File: src/rtl/mmio_bus_controller.sv
`default_nettype none
// =============================================================================
// Module      : mmio_bus_controller
// Description : Splits CPU loads/stores between data memory and an APB-style
//               MMIO bus (UART, ethernet) with stall, timeout and bus error.
// Revision    : 1.0 - initial release
// =============================================================================
module mmio_bus_controller #(
    parameter int unsigned TIMEOUT = 16
) (
    input  logic        clk,
    input  logic        reset,
    input  logic        memwrite,
    input  logic        memread,
    input  logic [31:0] addr,
    input  logic [31:0] writedata,
    output logic        we_mem,
    output logic        stall,
    output logic [31:0] readdata,
    output logic        bus_error,
    output logic [31:0] paddr,
    output logic [31:0] pwdata,
    output logic        pwrite,
    output logic        psel_uart,
    output logic        psel_eth,
    output logic        penable,
    input  logic [31:0] prdata_uart,
    input  logic [31:0] prdata_eth,
    input  logic        pready_uart,
    input  logic        pready_eth
);

    localparam logic [7:0]  c_LAST_WAIT   = 8'(TIMEOUT - 1);
    localparam logic [28:0] c_UART_WORD8  = 29'h1FFF_E000;
    localparam logic [28:0] c_ETH_WORD8   = 29'h1FFF_E001;
    localparam logic [31:0] c_UNMAPPED    = 32'hFFFF_0010;

    typedef enum logic [1:0] {
        S_IDLE   = 2'd0,
        S_SETUP  = 2'd1,
        S_ACCESS = 2'd2,
        S_DONE   = 2'd3
    } state_t;

    state_t      r_state, w_state_nxt;
    logic [31:0] r_paddr, w_paddr_nxt;
    logic [31:0] r_pwdata, w_pwdata_nxt;
    logic        r_pwrite, w_pwrite_nxt;
    logic        r_tgt_eth, w_tgt_eth_nxt;
    logic [7:0]  r_count, w_count_nxt;
    logic [31:0] r_readdata, w_readdata_nxt;
    logic        r_bus_error, w_bus_error_nxt;

    logic w_is_uart, w_is_eth, w_is_unmapped, w_is_mmio, w_req;
    logic w_pready;
    logic [31:0] w_prdata;

    assign w_is_uart     = (addr[31:3] == c_UART_WORD8);
    assign w_is_eth      = (addr[31:3] == c_ETH_WORD8);
    assign w_is_unmapped = (addr == c_UNMAPPED);
    assign w_is_mmio     = w_is_uart | w_is_eth | w_is_unmapped;
    assign w_req         = memread | memwrite;

    // Only the selected peripheral's handshake is ever looked at.
    assign w_pready = r_tgt_eth ? pready_eth : pready_uart;
    assign w_prdata = r_tgt_eth ? prdata_eth : prdata_uart;

    assign we_mem    = memwrite & ~w_is_mmio;
    assign stall     = ((r_state == S_IDLE) & w_req & w_is_mmio)
                     | (r_state == S_SETUP) | (r_state == S_ACCESS);
    assign psel_uart = ((r_state == S_SETUP) | (r_state == S_ACCESS)) & ~r_tgt_eth;
    assign psel_eth  = ((r_state == S_SETUP) | (r_state == S_ACCESS)) & r_tgt_eth;
    assign penable   = (r_state == S_ACCESS);
    assign paddr     = r_paddr;
    assign pwdata    = r_pwdata;
    assign pwrite    = r_pwrite;
    assign readdata  = r_readdata;
    assign bus_error = r_bus_error;

    always_comb begin
        w_state_nxt     = r_state;
        w_paddr_nxt     = r_paddr;
        w_pwdata_nxt    = r_pwdata;
        w_pwrite_nxt    = r_pwrite;
        w_tgt_eth_nxt   = r_tgt_eth;
        w_count_nxt     = r_count;
        w_readdata_nxt  = r_readdata;
        w_bus_error_nxt = r_bus_error;
        case (r_state)
            S_IDLE: begin
                if (w_req && (w_is_uart || w_is_eth)) begin
                    w_paddr_nxt   = addr;
                    w_pwdata_nxt  = writedata;
                    w_pwrite_nxt  = memwrite;
                    w_tgt_eth_nxt = w_is_eth;
                    w_state_nxt   = S_SETUP;
                end else if (w_req && w_is_unmapped) begin
                    w_readdata_nxt  = 32'd0;
                    w_bus_error_nxt = 1'b1;
                    w_state_nxt     = S_DONE;
                end
            end
            S_SETUP: begin
                w_count_nxt = 8'd0;
                w_state_nxt = S_ACCESS;
            end
            S_ACCESS: begin
                if (w_pready) begin
                    w_readdata_nxt  = r_pwrite ? 32'd0 : w_prdata;
                    w_bus_error_nxt = 1'b0;
                    w_count_nxt     = 8'd0;
                    w_state_nxt     = S_DONE;
                end else if (r_count == c_LAST_WAIT) begin
                    w_readdata_nxt  = 32'd0;
                    w_bus_error_nxt = 1'b1;
                    w_count_nxt     = 8'd0;
                    w_state_nxt     = S_DONE;
                end else begin
                    w_count_nxt = r_count + 8'd1;
                end
            end
            S_DONE: begin
                // The request still visible here is the one just completed.
                w_readdata_nxt  = 32'd0;
                w_bus_error_nxt = 1'b0;
                w_state_nxt     = S_IDLE;
            end
            default: w_state_nxt = S_IDLE;
        endcase
    end

    always_ff @(posedge clk or negedge reset) begin
        if (!reset) begin
            r_state     <= S_IDLE;
            r_paddr     <= 32'd0;
            r_pwdata    <= 32'd0;
            r_pwrite    <= 1'b0;
            r_tgt_eth   <= 1'b0;
            r_count     <= 8'd0;
            r_readdata  <= 32'd0;
            r_bus_error <= 1'b0;
        end else begin
            r_state     <= w_state_nxt;
            r_paddr     <= w_paddr_nxt;
            r_pwdata    <= w_pwdata_nxt;
            r_pwrite    <= w_pwrite_nxt;
            r_tgt_eth   <= w_tgt_eth_nxt;
            r_count     <= w_count_nxt;
            r_readdata  <= w_readdata_nxt;
            r_bus_error <= w_bus_error_nxt;
        end
    end

endmodule
`default_nettype wire

File: config.mk
export PLATFORM = sky130hd
export DESIGN_NAME = mmio_bus_controller
export DESIGN_NICKNAME = d
export VERILOG_FILES = /design/src/rtl/mmio_bus_controller.sv
export SDC_FILE = /design/constraint.sdc
export NUM_CORES = 1
export LEC_CHECK = 0
export CELL_PAD_IN_SITES_DETAIL_PLACEMENT = 1
export CELL_PAD_IN_SITES_GLOBAL_PLACEMENT = 2
export CORE_MARGIN = 2
export CORE_UTILIZATION = 27
export CTS_BUF_LIST = sky130_fd_sc_hd__clkbuf_4 sky130_fd_sc_hd__clkbuf_8 sky130_fd_sc_hd__clkbuf_16
export DETAILED_ROUTE_END_ITERATION = 12
export HOLD_SLACK_MARGIN = 0.02
export PLACE_DENSITY_LB_ADDON = 0.1
export SLEW_MARGIN = 0
export SYNTH_ARGS = -nofsm -noshare
export SYNTH_HDL_FRONTEND = slang
export SYNTH_SLANG_ARGS = --single-unit
File: constraint.sdc
create_clock -name clk -period 5 [get_ports clk]
set_input_delay 0.5 -clock clk [delete_from_list [all_inputs] [get_ports clk]]
set_output_delay 0.5 -clock clk [all_outputs]
set_load 0.02 [all_outputs]
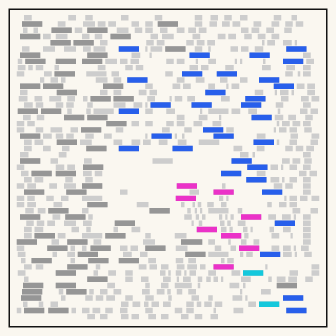
(run_1/registers.png)
Other sequential cells in the stronger gray, the rest of the logic in the fainter gray.
| color | signal | flops |
|---|---|---|
| magenta | `r_count` | 8 |
| cyan | `r_state` | 2 |
| blue | `readdata` | 32 |

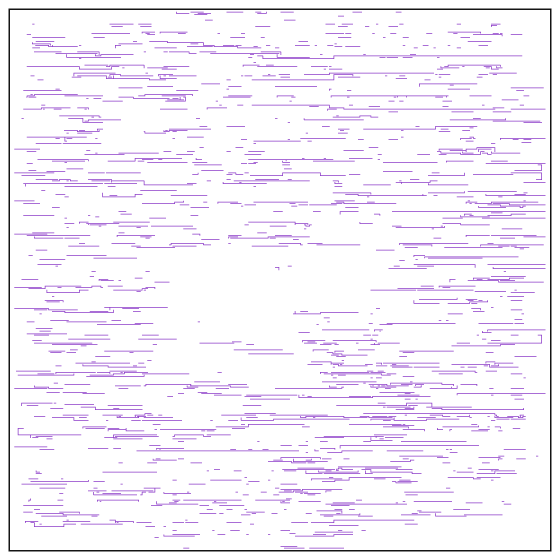
(run_1/met1.png)
main direction: horizontal
nets with wire on the layer: 657
share of all routed wire: 42%

==> results_slide.txt, run 1 <==
Flow Results at a Glance

Finish
  • Synthesis-to-layout area growth: 58.74%
  • Nets: roughly 740
  • ANT cells: 0
  • Commonest Layout Cell: clkdlybuf4s50_1

Critical path
  • Data required time of the worst path: 4500 ps
  • Crit Path Max Fanout: 5
  • Crit path capture type: output port

Run status
  • Status: complete, no violations

Global route
  • GRT Total Usage: 15.02%

Clock network
  • CTS H-tree lvls: 3
  • CTS Root Cell: clkbuf_16
  • PostCTS Resize Cnt: 0

Placed design
  • Cells after DPL: 817
  • Place WS: 1308 ps

Logic synthesis
  • Synth flops: 109
  • Post-synth cell types: 38
  • Yosys cell count: 369

Drt
  • Drt wl/cell: 16.96 um

Final timing
  • Setup violators final: 0

Pwr
  • Max IR drop VDD: 148.7 uV
  • Pleak: 3.469 nW

Die
  • Die W: 138.1 um
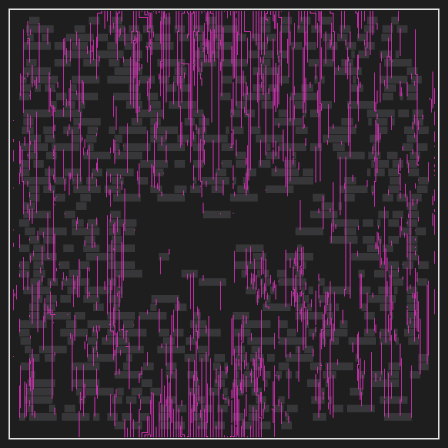
(run_1/met2.png)
share of all routed wire: 46%
nets with wire on the layer: 668
main direction: vertical

==> run 1: power breakdown <==
part | switching (mW) | internal, mW
logic | 0.0538 | 0.108
registers | 0.00132 | 0.882
clock network | 0.342 | 0.346
==> run 1: worst max-delay path by stage <==
stage / startpoint / end / slack, ps / depth (start not counted)
after floorplan: addr[11] / paddr[0] / 2270 / 7
after global placement: addr[11] / stall / 1330 / 6
after detailed placement: addr[11] / stall / 1310 / 6
after CTS: addr[11] / stall / 1300 / 6
after global routing: addr[11] / stall / 1250 / 6
final: addr[11] / stall / 1310 / 6
==> run 1: routing by layer <==
metal | vias up | part of all wire [%] | GRT usage, % | routed length [um]
li1 | 1730 | - | - | -
met1 | 1795 | 42 | 18.40 | 5911
met2 | 138 | 46 | 23.06 | 6480
met3 | 19 | 9.9 | 7.101 | 1401
met4 | 0 | 2.2 | 5.693 | 314
met5 | - | 0 | 0 | 0
==> run 1: state kept, by name (all words and copies together) (netlist names) <==
name,flops
paddr,32
pwdata,32
readdata,32
r_count,8
r_state,2
bus_error,1
pwrite,1
r_tgt_eth,1
==> run 1: worst max-delay path, stage by stage <==
cell and delay, ps:
clkdlybuf4s50_1 400, or4b_1 520, or4_4 520, nor4_4 410
a311o_1 230, clkdlybuf4s50_1 610
==> run 1: cells in the mapped netlist (2+ instances only) <==
cell / number / area [um^2]
mux2_4: 20 / 300.3
nand4_1: 3 / 18.77
dfrtp_1: 109 / 2728
a21oi_1: 3 / 15.01
o22ai_1: 2 / 12.51
nor2_1: 38 / 142.6
mux2i_1: 36 / 360.4
or4_1: 2 / 15.01
xnor2_1: 2 / 17.52
nand2b_1: 16 / 100.1
clkbuf_1: 14 / 52.55
a31oi_1: 2 / 12.51
and3_1: 2 / 12.51
nand2_1: 5 / 18.77
nand3_1: 7 / 35.03
buf_6: 3 / 33.78
inv_1: 7 / 26.28
nor2b_1: 3 / 18.77
ha_1: 6 / 75.07
buf_2: 4 / 20.02
o21ai_0: 5 / 25.02
and2_1: 13 / 81.33
mux2_2: 52 / 585.6
==> run 1: logic make-up after synthesis <==
kind of cell | count (synthesis) | share of synthesized area, %
AND/OR/NAND/NOR | 99 | 11.19
XOR/XNOR | 2 | 0.3611
adder cells (fa/ha/maj) | 6 | 1.547
AND-OR/OR-AND | 17 | 2.269
buffers and inverters | 28 | 2.733
multiplexers | 108 | 25.68
flip-flops | 109 | 56.21
==> run 1: layout make-up <==
class                   count  area [um^2]
inverters                   7        26.28
well taps                 229        286.5
repair buffers            240         2390
clock buffers               9        225.2
flip-flops and latches    109         2729
fillers                  1862        10080
multi-input cells         232         1992
clock inverters             6        53.80
--- run 2 (diff from run 1) ---
--- a/config.mk
+++ b/config.mk
@@ -8,7 +8,7 @@
 export CELL_PAD_IN_SITES_DETAIL_PLACEMENT = 1
 export CELL_PAD_IN_SITES_GLOBAL_PLACEMENT = 2
 export CORE_MARGIN = 2
-export CORE_UTILIZATION = 27
+export CORE_UTILIZATION = 25
 export CTS_BUF_LIST = sky130_fd_sc_hd__clkbuf_4 sky130_fd_sc_hd__clkbuf_8 sky130_fd_sc_hd__clkbuf_16
 export DETAILED_ROUTE_END_ITERATION = 12
 export HOLD_SLACK_MARGIN = 0.02
==> constraint.sdc (replaced) <==
create_clock -name clk -period 3.5 [get_ports clk]
set_input_delay 0.35 -clock clk [delete_from_list [all_inputs] [get_ports clk]]
set_output_delay 0.35 -clock clk [all_outputs]
set_load 0.02 [all_outputs]
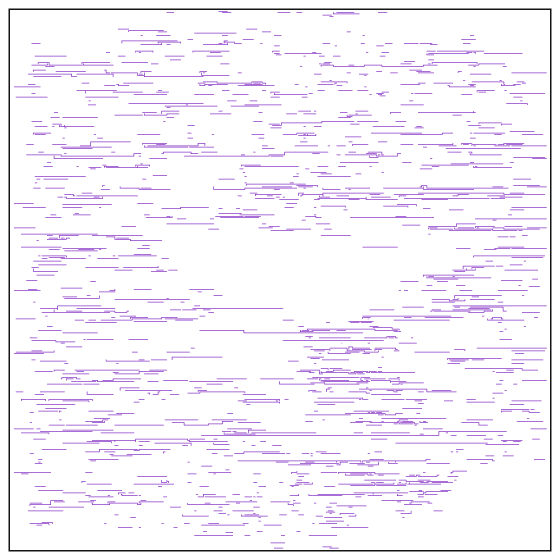
(run_2/met1.png)
wire length on this layer: 5690 um
main direction: horizontal
longest straight run: 63.0 um
share of all routed wire: 40%
nets with wire on the layer: 637

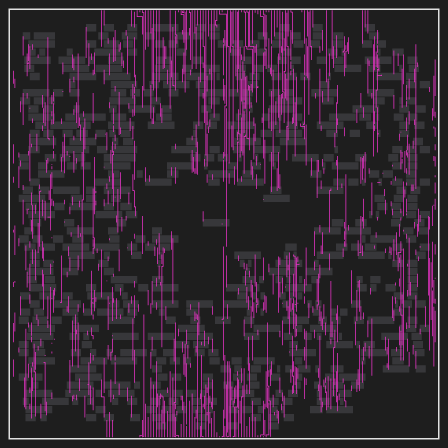
(run_2/met2.png)
share of all routed wire: 47%
wire length on this layer: 6740 um
longest straight run: 48.4 um
nets with wire on the layer: 682
main direction: vertical

==> results_slide.txt, run 2 <==
Flow Results at a Glance

Run status
  • Status: complete, no violations

Clock network
  • CTS H-tree lvls: 3
  • CTS Root Cell: clkbuf_16

Global route
  • GRT Total Usage: 13.91%

Critical path
  • CP Buf/Inv Count: 2
  • Worst path slowest cell: clkdlybuf4s50_1
  • WP depth: 6
  • Data required time of the worst path: 3150 ps
  • Crit path capture type: output port
  • CP max stage delay: 610 ps
  • Crit Path Max Fanout: 2

Pwr
  • Pleak: between 3 and 4 nW
  • Max IR drop VDD: 250.4 uV

Logic synthesis
  • Yosys cell count: around 370
  • Area leader, netlist: dfrtp_1
  • Area share, top type: between 50% and 60%
  • Post-synth cell types: 38
  • Top cells by area: dfrtp_1 (56%), mux2_2 (12%), mux2i_1 (7.4%), mux2_4 (6.2%), nor2_1 (2.9%)
  • Most numerous cell in the Yosys netlist: dfrtp_1

Finish
  • ANT cells: 0
  • Nets: 741
  • Synthesis-to-layout area growth: 61.04%

Drt
  • Drt wl/cell: 16.50 um

Die
  • Die W: 143.3 um
## run 2: layout make-up
class	instances	area [um^2]
clock buffers	10	232.7
multi-input cells	232	1992
well taps	260	325.3
repair buffers	242	2430
flip-flops and latches	109	2729
clock inverters	6	78.83
fillers	2038	11080
inverters	7	26.28
## run 2: path summary, 6_finish.rpt
kind,startpoint,endpoint,slack (ps)
max reg2reg,r_count[4],readdata[23],970
min reg2reg,paddr[17],paddr[17],470
min,reset,paddr[25],40
max,addr[11],stall,270
max in group asynchronous,reset,r_tgt_eth,2950
min in group clk,paddr[17],paddr[17],470
## run 2: power breakdown
| group | total, mW | internal [mW] | switching [mW] | leakage (nW) |
|---|---|---|---|---|
| Sequential | 1.26 | 1.26 | 0.00184 | 1.50 |
| Combinational | 0.232 | 0.157 | 0.0759 | 1.86 |
| Clock | 1.07 | 0.579 | 0.487 | 0.155 |
## run 2: logic make-up (layout without fill, tap and decap cells)
family	count (synthesis)	after routing	share of synthesized area (%)
xor gates and xnor gates	2	2	0.3611
AOI/OAI and AO/OA	17	17	2.269
adders and majority gates	6	6	1.547
and+or+nand+nor	99	99	11.19
DFF	109	109	56.21
buffers and inverters	28	265	2.733
muxes	108	108	25.68
## run 2: per-stage QoR
step                      cells  worst slack, ps
final                       866            270.5
after global routing        866            170.1
after CTS                   866            250.9
after detailed placement    850            253.7
after global placement      850            293.3
after floorplan             369            923.8
## run 2: routing by layer
| layer | track usage [%] | wire (um) |
|---|---|---|
| met1 | 16.17 | 5686 |
| met2 | 22.24 | 6736 |
| met3 | 6.864 | 1611 |
| met4 | 5.108 | 256 |
| met5 | 0 | 0 |
## run 2: worst register-to-register path, cell delays in order, from the launching register on
cell      delay (ps)
dfrtp_1          420
or4_1            540
o211ai_1         370
nor4b_1          360
a22oi_2           80
buf_4            300
mux2_2           370
--- run 3 (diff from run 2) ---
--- a/config.mk
+++ b/config.mk
@@ -7,7 +7,7 @@
 export LEC_CHECK = 0
 export CELL_PAD_IN_SITES_DETAIL_PLACEMENT = 1
 export CELL_PAD_IN_SITES_GLOBAL_PLACEMENT = 2
-export CORE_MARGIN = 2
+export CORE_MARGIN = 10
 export CORE_UTILIZATION = 25
 export CTS_BUF_LIST = sky130_fd_sc_hd__clkbuf_4 sky130_fd_sc_hd__clkbuf_8 sky130_fd_sc_hd__clkbuf_16
 export DETAILED_ROUTE_END_ITERATION = 12
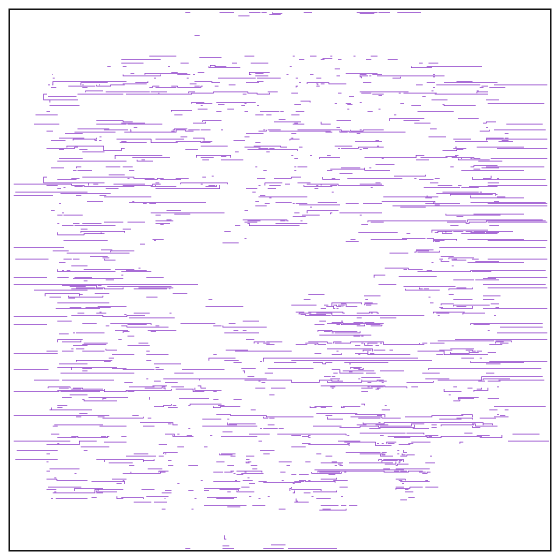
(run_3/met1.png)
main direction: horizontal
longest straight run: 54.3 um
wire length on this layer: 6750 um

==> results_slide.txt, run 3 <==
Flow Results at a Glance

Logic synthesis
  • Top cells by area: dfrtp_1 (56%), mux2_2 (12%), mux2i_1 (7.4%), mux2_4 (6.2%), nor2_1 (2.9%)
  • Area leader, netlist: dfrtp_1
  • Post-synth cell types: 38
  • Synth flops: 109
  • Area share, top type: 56.21%
  • Yosys cell count: 369
  • Top cells by count: dfrtp_1 (109), mux2_2 (52), nor2_1 (38)
  • Most numerous cell in the Yosys netlist: dfrtp_1

Clock network
  • CTS Root Cell: clkbuf_16
  • PostCTS Resize Cnt: 0

Run status
  • Status: complete, no violations

Critical path
  • CP Buf/Inv Count: 2
  • CP max stage delay: 610 ps
  • Crit-path most repeated cell: clkdlybuf4s50_1
  • Data required time of the worst path: 3150 ps
  • Crit-path cells: clkdlybuf4s50_1, or4b_1, or4_4, nor4_4, a311o_1, clkdlybuf4s50_1
  • Worst path top cell family by delay: simple AND/OR/NAND/NOR gates
  • Crit path capture type: output port
  • Crit Path Max Fanout: 2

Pwr
  • Pleak: around 3.5 nW
  • Max IR drop VDD: 245.9 uV

Finish
  • Commonest Layout Cell: clkdlybuf4s50_1
  • ANT cells: 0
  • Synthesis-to-layout area growth: 60.37%
  • Nets: 741

Final timing
  • PnR worst setup slack: about 260 ps
  • Setup violators final: 0
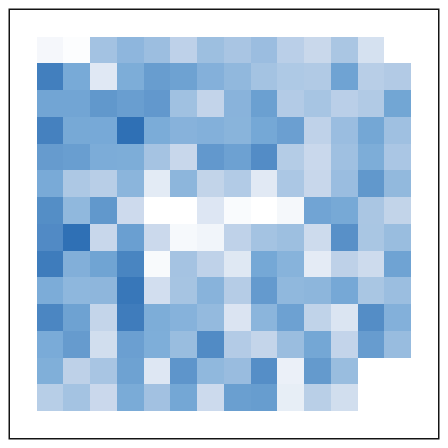
(run_3/density.png)
16 x 16 tiles, from white (low) to dark blue (high), 0 to 100% covered.
mean over tiles: 29%
nearly empty tiles: 27%
densest ninth of the die: left middle
fullest tile: 74%

[run 3: cell counts after synthesis]
Identical to the previous run, type by type.
[run 3: metrics by stage]
stage / util [%] / power (mW) / cells
2_1_floorplan: - / 1.331 / 369
6_report: 41.19 / 2.498 / 865
3_5_place_dp: 39.71 / 1.528 / 850
3_3_place_gp: 39.71 / 1.524 / 850
4_1_cts: 41.19 / 2.553 / 865
5_1_grt: 41.19 / 2.626 / 865
[run 3: worst reg2reg max path, stage by stage (launching register included)]
cell and delay (ps):
dfrtp_1 430, or4_1 540, o211ai_1 360, nor4b_1 330, a22oi_2 80, buf_4 280
mux2_2 350
[run 3: final timing paths]
check                      slack (ps)  depth (start not counted)          end        from
setup / recovery                  260                          6        stall    addr[11]
hold / removal                     20                          1     paddr[4]       reset
setup reg to reg                 1010                          6  readdata[7]  r_count[4]
hold reg to reg                   470                          1    paddr[19]   paddr[19]
max in group asynchronous        2660                          2    r_tgt_eth       reset
min in group clk                  470                          1    paddr[19]   paddr[19]
[run 3: kinds of logic after synthesis]
kind of cell	count (synthesis)	share of synthesized area [%]
buf+inv	28	2.733
xor+xnor	2	0.3611
mux	108	25.68
fa+ha+maj	6	1.547
flops	109	56.21
simple gates	99	11.19
compound gates	17	2.269
[run 3: layout make-up]
| cell class | instances | area, um^2 |
|---|---|---|
| clock buffers | 9 | 225.2 |
| well taps | 260 | 325.3 |
| flip-flops and latches | 109 | 2729 |
| inverters | 7 | 26.28 |
| repair buffers | 242 | 2430 |
| fillers | 2045 | 11110 |
| clock inverters | 6 | 53.80 |
| multi-input cells | 232 | 1992 |
[run 3: metal layers]
metal	global-route usage, %	wire, um	vias to the layer above	part of all wire [%]
met4	3.370	231	0	1.4
met5	0	0	-	0
met2	20.41	7840	138	48
met3	6.713	1611	11	9.8
met1	14.68	6750	1873	41
li1	-	-	1731	-
[run 3: power by group]
part / switching (mW) / internal [mW]
Sequential: 0.00190 / 1.26
Combinational: 0.0782 / 0.157
Clock: 0.507 / 0.494
Power is estimated from default activity; no workload was simulated.
